==> run_1/density.png <==
Bar = 20 um. The die is cut into 7 by 7 equal tiles; dark blue is low, red is high, 0 to 100% covered.
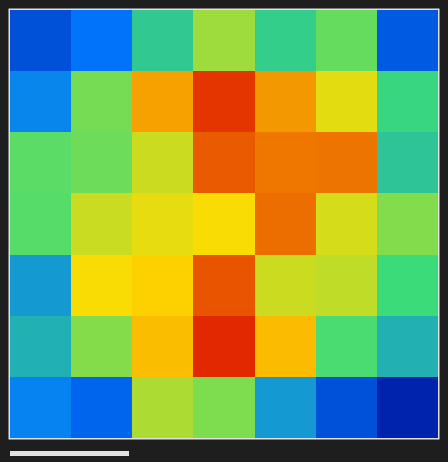
==> run_1/drive_strength.png <==
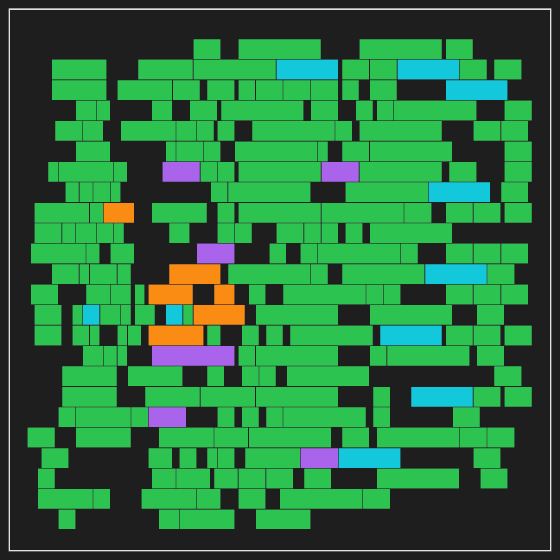
==> run_1/cell_classes.png <==
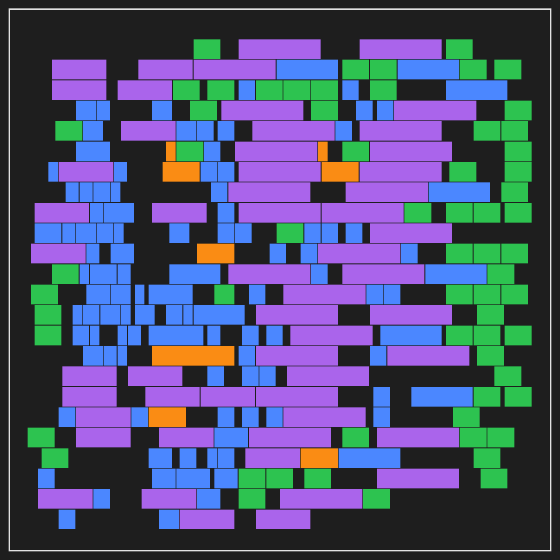
$ cat config.mk
export PLATFORM = sky130hd
export DESIGN_NAME = bank_store_ctrl
export DESIGN_NICKNAME = d
export VERILOG_FILES = /design/src/rtl/bank_store_ctrl_pkg.sv /design/src/rtl/bank_store_ctrl_btn_sync.sv /design/src/rtl/bank_store_ctrl.sv
export SDC_FILE = /design/constraint.sdc
export NUM_CORES = 1
export LEC_CHECK = 0
export ABC_AREA = 0
export CAP_MARGIN = 20
export CORE_MARGIN = 2
export CORE_UTILIZATION = 50
export DETAILED_ROUTE_END_ITERATION = 8
export PLACE_DENSITY = 0.78
export SETUP_SLACK_MARGIN = 0.5
export SLEW_MARGIN = 10
export SYNTH_ARGS = -nofsm -noshare
export SYNTH_HDL_FRONTEND = slang
export SYNTH_SLANG_ARGS = --single-unit
$ cat constraint.sdc
create_clock -name clk -period 3.8 [get_ports clk]
set_input_delay 0.76 -clock clk [delete_from_list [all_inputs] [get_ports clk]]
set_output_delay 0.76 -clock clk [all_outputs]
set_load 0.01 [all_outputs]
$ cat src/rtl/bank_store_ctrl_pkg.sv
// Shared types and sizes for the register-bank store controller.
package bank_store_ctrl_pkg;

  localparam int NUM_ENTRIES = 4;
  localparam int ENTRY_W     = 8;
  localparam int IDX_W       = 2;

  typedef enum logic [1:0] {
    IDLE         = 2'd0,
    DEBOUNCE     = 2'd1,
    COMMIT       = 2'd2,
    WAIT_RELEASE = 2'd3
  } state_t;

endpackage

$ cat src/rtl/bank_store_ctrl_btn_sync.sv
// Two-flop synchronizer for a raw asynchronous push button.
module btn_sync (
  input  logic clk,
  input  logic rst_n,
  input  logic raw,
  output logic synced
);

  logic meta;

  // Double-register the raw input into the clk domain.
  always_ff @(posedge clk) begin
    if (!rst_n) begin
      meta   <= 1'b0;
      synced <= 1'b0;
    end else begin
      meta   <= raw;
      synced <= meta;
    end
  end

endmodule

$ cat src/rtl/bank_store_ctrl.sv
// Debounced store/clear controller for a 4 x 8-bit register bank with a
// time-multiplexed scan output for a display driver.
//
//   state        | meaning
//   -------------+------------------------------------------------------
//   IDLE         | waiting; synced clear wipes the bank, synced store starts debounce
//   DEBOUNCE     | store must stay high DEBOUNCE_CYCLES cycles, else glitch
//   COMMIT       | one cycle; sample sel/data_in, write at exit, pulse store_ack
//   WAIT_RELEASE | store must stay low DEBOUNCE_CYCLES cycles before re-arming
module bank_store_ctrl
  import bank_store_ctrl_pkg::*;
#(
  parameter int DEBOUNCE_CYCLES = 16,
  parameter int SCAN_CYCLES     = 8
) (
  input  logic               clk,
  input  logic               rst_n,
  input  logic [ENTRY_W-1:0] data_in,
  input  logic [IDX_W-1:0]   sel,
  input  logic               store_btn,
  input  logic               clear_btn,
  output logic [ENTRY_W-1:0] bank_out0,
  output logic [ENTRY_W-1:0] bank_out1,
  output logic [ENTRY_W-1:0] bank_out2,
  output logic [ENTRY_W-1:0] bank_out3,
  output logic [NUM_ENTRIES-1:0] valid,
  output logic               store_ack,
  output logic               busy,
  output logic [IDX_W-1:0]   scan_idx,
  output logic [ENTRY_W-1:0] scan_data
);

  localparam int CNT_W  = (DEBOUNCE_CYCLES > 1) ? $clog2(DEBOUNCE_CYCLES) : 1;
  localparam int SCAN_W = (SCAN_CYCLES > 1) ? $clog2(SCAN_CYCLES) : 1;
  localparam logic [CNT_W-1:0]  CNT_LAST  = CNT_W'(DEBOUNCE_CYCLES - 1);
  localparam logic [SCAN_W-1:0] SCAN_LAST = SCAN_W'(SCAN_CYCLES - 1);

  state_t             state;
  logic [CNT_W-1:0]   cnt;
  logic [SCAN_W-1:0]  scan_cnt;
  logic [ENTRY_W-1:0] bank [NUM_ENTRIES];
  logic               store_s;
  logic               clear_s;

  btn_sync u_sync_store (
    .clk    (clk),
    .rst_n  (rst_n),
    .raw    (store_btn),
    .synced (store_s)
  );

  btn_sync u_sync_clear (
    .clk    (clk),
    .rst_n  (rst_n),
    .raw    (clear_btn),
    .synced (clear_s)
  );

  // Sequencing FSM with debounce counter, bank storage and write acknowledge.
  always_ff @(posedge clk) begin
    if (!rst_n) begin
      state     <= IDLE;
      cnt       <= '0;
      valid     <= '0;
      store_ack <= 1'b0;
      for (int i = 0; i < NUM_ENTRIES; i++) bank[i] <= '0;
    end else begin
      store_ack <= 1'b0;
      case (state)
        IDLE: begin
          // Clear has priority so a simultaneous store cannot slip in.
          if (clear_s) begin
            valid <= '0;
            for (int i = 0; i < NUM_ENTRIES; i++) bank[i] <= '0;
          end else if (store_s) begin
            state <= DEBOUNCE;
            cnt   <= '0;
          end
        end
        DEBOUNCE: begin
          if (!store_s)            state <= IDLE;
          else if (cnt == CNT_LAST) state <= COMMIT;
          else                     cnt   <= cnt + CNT_W'(1);
        end
        COMMIT: begin
          bank[sel]  <= data_in;
          valid[sel] <= 1'b1;
          store_ack  <= 1'b1;
          state      <= WAIT_RELEASE;
          cnt        <= '0;
        end
        WAIT_RELEASE: begin
          if (store_s)              cnt   <= '0;
          else if (cnt == CNT_LAST) state <= IDLE;
          else                      cnt   <= cnt + CNT_W'(1);
        end
        default: state <= IDLE;
      endcase
    end
  end

  // Free-running scan timer; advances the presented entry on terminal count.
  always_ff @(posedge clk) begin
    if (!rst_n) begin
      scan_cnt <= '0;
      scan_idx <= '0;
    end else if (scan_cnt == SCAN_LAST) begin
      scan_cnt <= '0;
      scan_idx <= scan_idx + IDX_W'(1);
    end else begin
      scan_cnt <= scan_cnt + SCAN_W'(1);
    end
  end

  assign busy      = (state != IDLE);
  assign bank_out0 = bank[0];
  assign bank_out1 = bank[1];
  assign bank_out2 = bank[2];
  assign bank_out3 = bank[3];
  assign scan_data = bank[scan_idx];

endmodule

==> reports/qor.csv, run 1 <==
metric,value,unit
outcome,finished clean,
Final period util,73.5,%
Flop+latch power,0.000655,W
met1 WL,1940,um
RSZ-0062 raised after global routing,false,
TritonCTS clock tree,yes,
most frequent logic cell in the layout,clkdlybuf4s50_1,
Die Size,0.00516,sq mm
clock power share,32.5,%
"Reg clk slew, reported paths",0.09,ns
DR DRC count,0,
Synth area leader,edfxtp_1,
largest net degree at the start of global routing,18,
Post-synth seq share,60.9,%
WL/cell,17.8,um
Iter 0 DRT Violations,119,
grt ovf,0,
Cells after Synth,166,
Logic power comb,0.000107,W
"Distinct cells, synth",36,
H-tree depth,2,
Tightest Hold Check Type,reg -> reg,
Worst setup SP type,flop,
vias in the first global route,1481,
top_reg_cell synth,edfxtp_1,
clock root cell,clkbuf_8,
r2r endpoint,bank[2][2]$_SDFFCE_PN0P_,
Rel. slew slack,64.0,%
critical hold path startpoint,scan_cnt[0]$_SDFF_PP0_,
clk cell area share,3.49,%
mi-comb count,104,
most frequent cell after synthesis,and2_1,
n_taps,52,
GRT busiest layer,met2,
Static Leakage,1.17,nW
Sw Pwr,0.000234,W
Pwr Density,371,mW/mm^2
top flop regs,"bank x32, cnt x4, valid x4",
tool warning count,26,
fraction of layout cells with a size suffix above 1,9.57,%
Notes on density.png above:
mean over tiles	58%
densest ninth of the die	center
fullest tile	96%
tiles over 75% full	25%
Core Util at FP: 52.5%
final core area utilization: 69.5%
Core Region: 0.00438 sq mm

Notes on drive_strength.png above:
size	color	cells	share	most used
drive 2	cyan	10	4.3%	mux4_2
drive 1 or less	green	208	90%	clkdlybuf4s50_1
drive 6 and up	purple	6	2.6%	clkbuf_8
drive 3 to 4	orange	6	2.6%	nor3b_4
count of non-CTS buffers in the layout: 62
setup slack after layout: 1.01 ns

Notes on cell_classes.png above:
class	color	cells	share of their area
flops	purple	54	47%
all other logic	blue	106	29%
clock drivers and dummy loads	orange	8	3.6%
other buffers and delay cells	green	62	21%
design area: 0.00305 sq mm
Core Rows: 24

-- run 1: worst max-delay path, stage by stage, from the launching register on --
cell	delay (ns)
dfxtp_1	0.66
mux4_2	0.58
clkdlybuf4s50_1	0.49
-- run 1: kinds of logic after synthesis --
logic type	Yosys count	share of synthesized area, %
compound gates	20	5.54
xor+xnor	3	1.14
fa+ha+maj	3	1.63
buf+inv	8	2.17
flops	54	60.9
mux	8	7.83
simple gates	70	20.8
-- run 1: through the flow --
stage	worst slack [ns]	cell area, sq um	hold slack, ns
final	1.01	3050	0.442
after global routing	0.866	3050	0.463
after CTS	0.954	3050	0.449
after detailed placement	0.939	2940	0.419
after global placement	1.08	2940	0.412
after floorplan	1.85	2300	0.403
==> run 1 -> run 2 <==
--- a/config.mk
+++ b/config.mk
@@ -8,9 +8,9 @@
 export ABC_AREA = 0
 export CAP_MARGIN = 20
 export CORE_MARGIN = 2
-export CORE_UTILIZATION = 50
+export CORE_UTILIZATION = 43
 export DETAILED_ROUTE_END_ITERATION = 8
-export PLACE_DENSITY = 0.78
+export PLACE_DENSITY = 0.71
 export SETUP_SLACK_MARGIN = 0.5
 export SLEW_MARGIN = 10
 export SYNTH_ARGS = -nofsm -noshare
==> constraint.sdc (replaced) <==
create_clock -name clk -period 2.5 [get_ports clk]
set_input_delay 0.5 -clock clk [delete_from_list [all_inputs] [get_ports clk]]
set_output_delay 0.5 -clock clk [all_outputs]
set_load 0.01 [all_outputs]
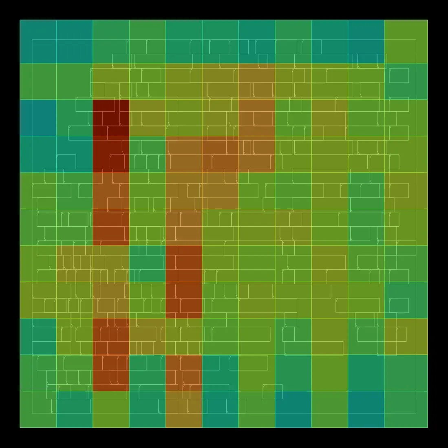
(run_2/final_congestion.png)
GRT busiest layer: met2
GRT Util Overall: 16.9%

==> run 2 against run 1 <==
Net effect: worst hold slack worse by 0.0019 ns; non-clock buffer count increased by 5; first-iteration DRC count fell by 76%; register-to-register slack got worse by 1.1 ns; design area grew 2.1%; largest power group unchanged.
==> reports/qor.csv, run 2 <==
metric,value,unit,change
outcome,finished clean,,
Tightest Hold Check Type,reg -> reg,,
Final min period,1.94,ns,
tool warning count,26,,unchanged
setup slack after layout,0.557,ns,-0.449 ns
CP top delay family,multiplexers,,
Sink Count,54,,
reg2reg start,state[0]$_SDFFE_PN0P_,,
Mux area share,7.83,%,unchanged
DR DRC count,0,,unchanged
largest net degree at the start of global routing,17,,-1
Core Util at FP,44.8,%,-7.7 points
"Distinct cells, synth",36,,unchanged
met2 usage in global routing,28.3,%,
clock power share,33.9,%,+1.4 points
mi-comb count,104,,unchanged
Iter 0 DRT Violations,29,,-76%
"Reg clk slew, reported paths",0.09,ns,about the same
DP Cell Count,297,,
Synth area leader,edfxtp_1,,
RSZ-0062 raised after global routing,false,,
Place WS,0.171,ns,-0.767 ns
vias in the first global route,1532,,+3.4%
design area,0.00311,sq mm,+2.1%
CP bufs+invs,2,,+1
H-tree depth,2,,unchanged
Setup Viol. Count Final,0,,
clock buffer depth,2,,
Core Region,0.00514,sq mm,+17%
CP peak stage delay,0.52,ns,-0.14 ns
syn avg cell area,13.9,sq um,
post-synthesis simple-gate area fraction,20.8,%,unchanged
yosys adder share,1.63,%,unchanged
Met2 Wirelength,2280,um,
Signal inverters,2,,
Pwr Density,560,mW/mm^2,+51%
r2r endpoint,bank[3][0]$_SDFFCE_PN0P_,,
final core area utilization,60.5,%,-9.0 points
fraction of layout cells with a size suffix above 1,17.9,%,+8.3 points
Layout fillers,443,,
most frequent cell after synthesis,and2_1,,
clk cell area share,3.74,%,+0.25 points
TritonCTS clock tree,yes,,
count of non-CTS buffers in the layout,67,,+8.1%
Cells after Synth,166,,unchanged
Static Leakage,1.23,nW,+5.3%
Clock Buffer Count,7,,
Sw Pwr,0.000352,W,+51%
Diodes inserted,0,,
Async SR Flop Fraction,0,%,
"Slowest-stage cell, CP",mux4_2,,
clock root cell,clkbuf_8,,
yosys aoi share,5.54,%,unchanged
top flop regs,"bank x32, cnt x4, valid x4",,
Post-synth seq share,60.9,%,unchanged
n_taps,70,,+35%
P&R area growth vs syn,35.2,%,
Rel. slew slack,72.3,%,+8.3 points
Final period util,77.7,%,
Top logic family,simple AND/OR/NAND/NOR gates,,
Core Rows,26,,+8.3%
XOR/XNOR Fraction of Synth Area,1.14,%,unchanged
yosys warns,0,,
Logic power comb,0.000158,W,+48%
WHS,0.440,ns,-0.00187 ns
Flop+latch power,0.000993,W,+52%
met1 WL,2010,um,+3.9%
CP Cell Sequence,buf_12 -> mux4_2 -> buf_6,,
most frequent logic cell in the layout,clkdlybuf4s50_1,,
Setup CP Type,reg -> out,,
Stages on worst setup path,3,,+1
placed instance area,0.00300,sq mm,+2.0%
IO Pins,62,,
top_reg_cell synth,edfxtp_1,,
Die Size,0.00596,sq mm,+15%
grt ovf,0,,unchanged
Worst setup SP type,flop,,
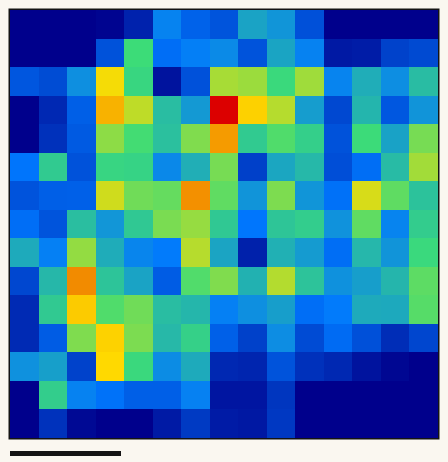
(run_2/wire_density.png)
Bar = 20 um. The die is cut into 15 by 15 equal tiles; dark blue is low, red is high, scaled to the fullest tile. Values are wire area over tile area, all layers added.
nearly empty tiles	13%
fullest tile	0.40
mean over tiles	0.12
tiles over half the peak	19%
emptiest ninth of the die	lower right
total length of routed wires: 4640 um
Vias: 1520
WL/cell: 15.2 um

-- run 2: how the worst min path moves through the flow --
stage,from,to,cells past startpoint
after floorplan,scan_cnt[0]$_SDFF_PP0_,scan_cnt[0]$_SDFF_PP0_,1
after global placement,u_sync_clear.meta$_SDFF_PN0_,u_sync_clear.synced$_SDFF_PN0_,1
after global routing,u_sync_store.meta$_SDFF_PN0_,u_sync_store.synced$_SDFF_PN0_,1
after detailed placement,u_sync_store.meta$_SDFF_PN0_,u_sync_store.synced$_SDFF_PN0_,1
final,scan_cnt[0]$_SDFF_PP0_,scan_cnt[0]$_SDFF_PP0_,1
after CTS,scan_cnt[0]$_SDFF_PP0_,scan_cnt[0]$_SDFF_PP0_,1
==> run 2 -> run 3 <==
--- a/config.mk
+++ b/config.mk
@@ -8,9 +8,9 @@
 export ABC_AREA = 0
 export CAP_MARGIN = 20
 export CORE_MARGIN = 2
-export CORE_UTILIZATION = 43
+export CORE_UTILIZATION = 48
 export DETAILED_ROUTE_END_ITERATION = 8
-export PLACE_DENSITY = 0.71
+export PLACE_DENSITY = 0.75
 export SETUP_SLACK_MARGIN = 0.5
 export SLEW_MARGIN = 10
 export SYNTH_ARGS = -nofsm -noshare
==> constraint.sdc (replaced) <==
create_clock -name clk -period 2 [get_ports clk]
set_input_delay 0.4 -clock clk [delete_from_list [all_inputs] [get_ports clk]]
set_output_delay 0.4 -clock clk [all_outputs]
set_load 0.01 [all_outputs]
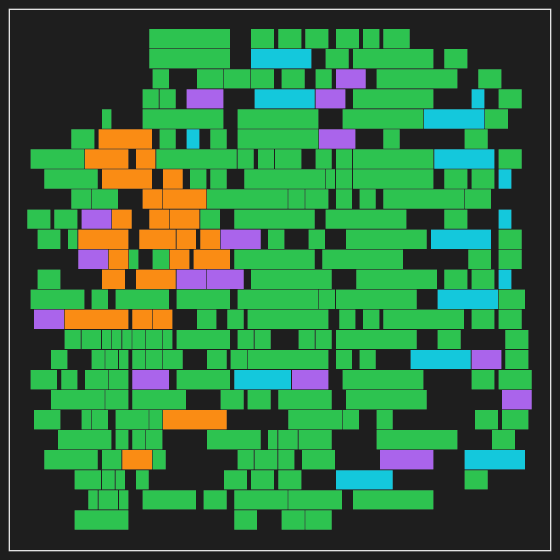
(run_3/drive_strength.png)
size	color	cells	share	most used
drive 2	cyan	15	6.1%	mux4_2
drive 3 to 4	orange	24	9.8%	buf_4
drive 1 or less	green	191	78%	dlygate4sd2_1
drive 6 and up	purple	15	6.1%	buf_6
design area: 0.00316 sq mm
setup slack after layout: 0.178 ns
P&R area growth vs syn: 37.2%
count of non-CTS buffers in the layout: 77

==> run 3 against run 2 <==
Net effect: utilization is 7.2 points higher; sequential cell count did not move; register-to-register slack worse by 0.35 ns; total power up 15%; design area rose by 1.5%; sequential power up 25%; global-route usage increased by 2.2 points; synthesized cell count unchanged; largest power group unchanged.
==> reports/qor.csv, run 3 <==
metric,value,unit,change
DR DRC count,0,,unchanged
"Slew Viols, Final",0,,
cts repair resizes,90,,
Sink Count,54,,unchanged
GRT Util Overall,19.1,%,+2.2 points
IO Pins,62,,unchanged
max FFs per register,32,,
Final min period,1.82,ns,
max frequency,0.549,GHz,
Sw Pwr,0.000438,W,+24%
Setup Viol. Count Final,0,,unchanged
Die Size,0.00537,sq mm,-9.9%
H-tree depth,2,,unchanged
fin nets,261,,
Setup crit end kind,output pin,,
Tightest Hold Check Type,reg -> reg,,
GRT busiest layer,met2,,
post-synthesis simple-gate area fraction,20.8,%,unchanged
"Distinct cells, synth",36,,unchanged
Logic power comb,0.000198,W,+25%
most frequent logic cell in the layout,dlygate4sd2_1,,
Core Util at FP,49.4,%,+4.6 points
vias in the first global route,1540,,+0.52%
Critical Path AT,1.42,ns,
Clk power,0.000564,W,
fraction of layout cells with a size suffix above 1,22.0,%,+4.2 points
Cells after Synth,166,,unchanged
clock power share,28.2,%,-5.7 points
Place WS,-0.0781,ns,-0.249 ns
Iter 0 DRT Violations,65,,+120%
clock root cell,clkbuf_8,,
Setup CP Type,reg -> out,,
total length of routed wires,4680,um,+0.88%
Mux area share,7.83,%,unchanged
Static Leakage,1.40,nW,+14%
Rel. slew slack,80.7,%,+8.4 points
vias per cell,5.21,,
Pwr Density,633,mW/mm^2,+13%
most frequent cell after synthesis,and2_1,,
CP peak stage delay,0.51,ns,about the same
TritonCTS clock tree,yes,,
"Slowest-stage cell, CP",mux4_2,,
initial antenna violation count,0,,
Diodes inserted,0,,unchanged
# hold bufs at CTS,0,,
Top cells by area,"edfxtp_1 42%, dfxtp_1 19%, and2_1 11%, mux4_2 7.8%, ha_1 1.6%",,
Antenna Violating Nets Remaining,0,,
yosys adder share,1.63,%,unchanged
Top logic family,simple AND/OR/NAND/NOR gates,,
Async SR Flop Fraction,0,%,unchanged
CP bufs+invs,2,,unchanged
met1 WL,1890,um,-6.3%
Flop+latch power,0.00124,W,+25%
Least-Margin Pin Slew,0.290,ns,
yosys warns,0,,unchanged
Vias,1557,,+2.4%
tool warning count,29,,+12%
DP Cell Count,288,,-3.0%
clock buffer depth,2,,unchanged
WHS,0.436,ns,-0.00430 ns
XOR/XNOR Fraction of Synth Area,1.14,%,unchanged
top flop regs,"bank x32, cnt x4, valid x4",,
syn avg cell area,13.9,sq um,unchanged
placed instance area,0.00305,sq mm,+1.6%
Final period util,91.1,%,
CP Cell Sequence,buf_12 -> mux4_2 -> buf_6,,
Top Consumer,registers,,
Worst setup SP type,flop,,
met2 usage in global routing,33.8,%,+5.6 points
outcome,finished clean,,
top_reg_cell synth,edfxtp_1,,
largest net degree at the start of global routing,17,,unchanged
clk latency late pin,0.30,ns,
Layout fillers,363,,-18%
Met2 Wirelength,2460,um,+7.5%
yosys cell count,166,,
yosys aoi share,5.54,%,unchanged
CP top delay family,multiplexers,,
met3 wire length,305,um,
RSZ-0062 raised after global routing,true,,
Synth area leader,edfxtp_1,,
"Reg clk slew, reported paths",0.09,ns,about the same
grt ovf,0,,unchanged
WL/cell,15.6,um,+2.9%
Post-synth seq share,60.9,%,unchanged
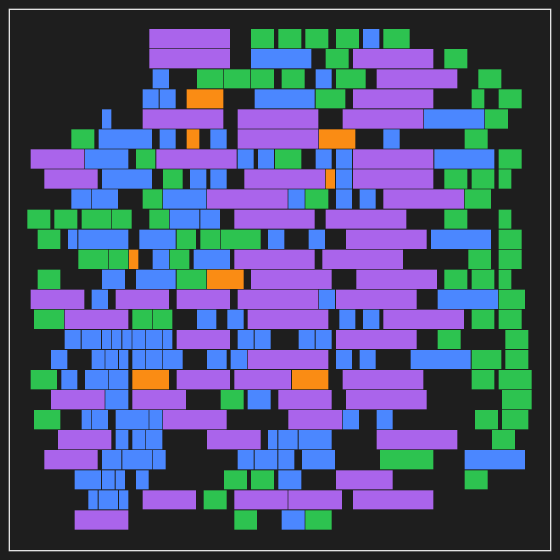
(run_3/cell_classes.png)
class	color	cells	share of their area
other buffers and delay cells	green	77	23%
all other logic	blue	106	29%
clock drivers and dummy loads	orange	8	2.6%
flops	purple	54	46%
Core Region: 0.00466 sq mm
Core Rows: 25
final core area utilization: 67.8%
Seq/total area: 44.7%

==> run 3: cell counts after synthesis <==
Identical to the previous run, type by type.
==> run 3: final cells by class <==
cell class                 instances  share of cell area, %
clock inverter                     2                  0.277
clock buffer                       6                   2.30
multi-input combinational        104                   28.2
tap                               54                   2.14
inverter                           2                  0.238
timing repair buffer              77                   22.1
sequential                        54                   44.7
==> run 3: path summary, 6_finish.rpt <==
path | startpoint | to | slack [ns] | depth (start not counted)
worst min-delay path | scan_cnt[0]$_SDFF_PP0_ | scan_cnt[0]$_SDFF_PP0_ | 0.44 | 1
worst max-delay path | flop | scan_data[5] | 0.18 | 3
worst min register to register | scan_cnt[0]$_SDFF_PP0_ | scan_cnt[0]$_SDFF_PP0_ | 0.44 | 1
worst max register to register | flop | bank[0][0]$_SDFFCE_PN0P_ | 0.55 | 5
Power and IR drop assume default switching activity.
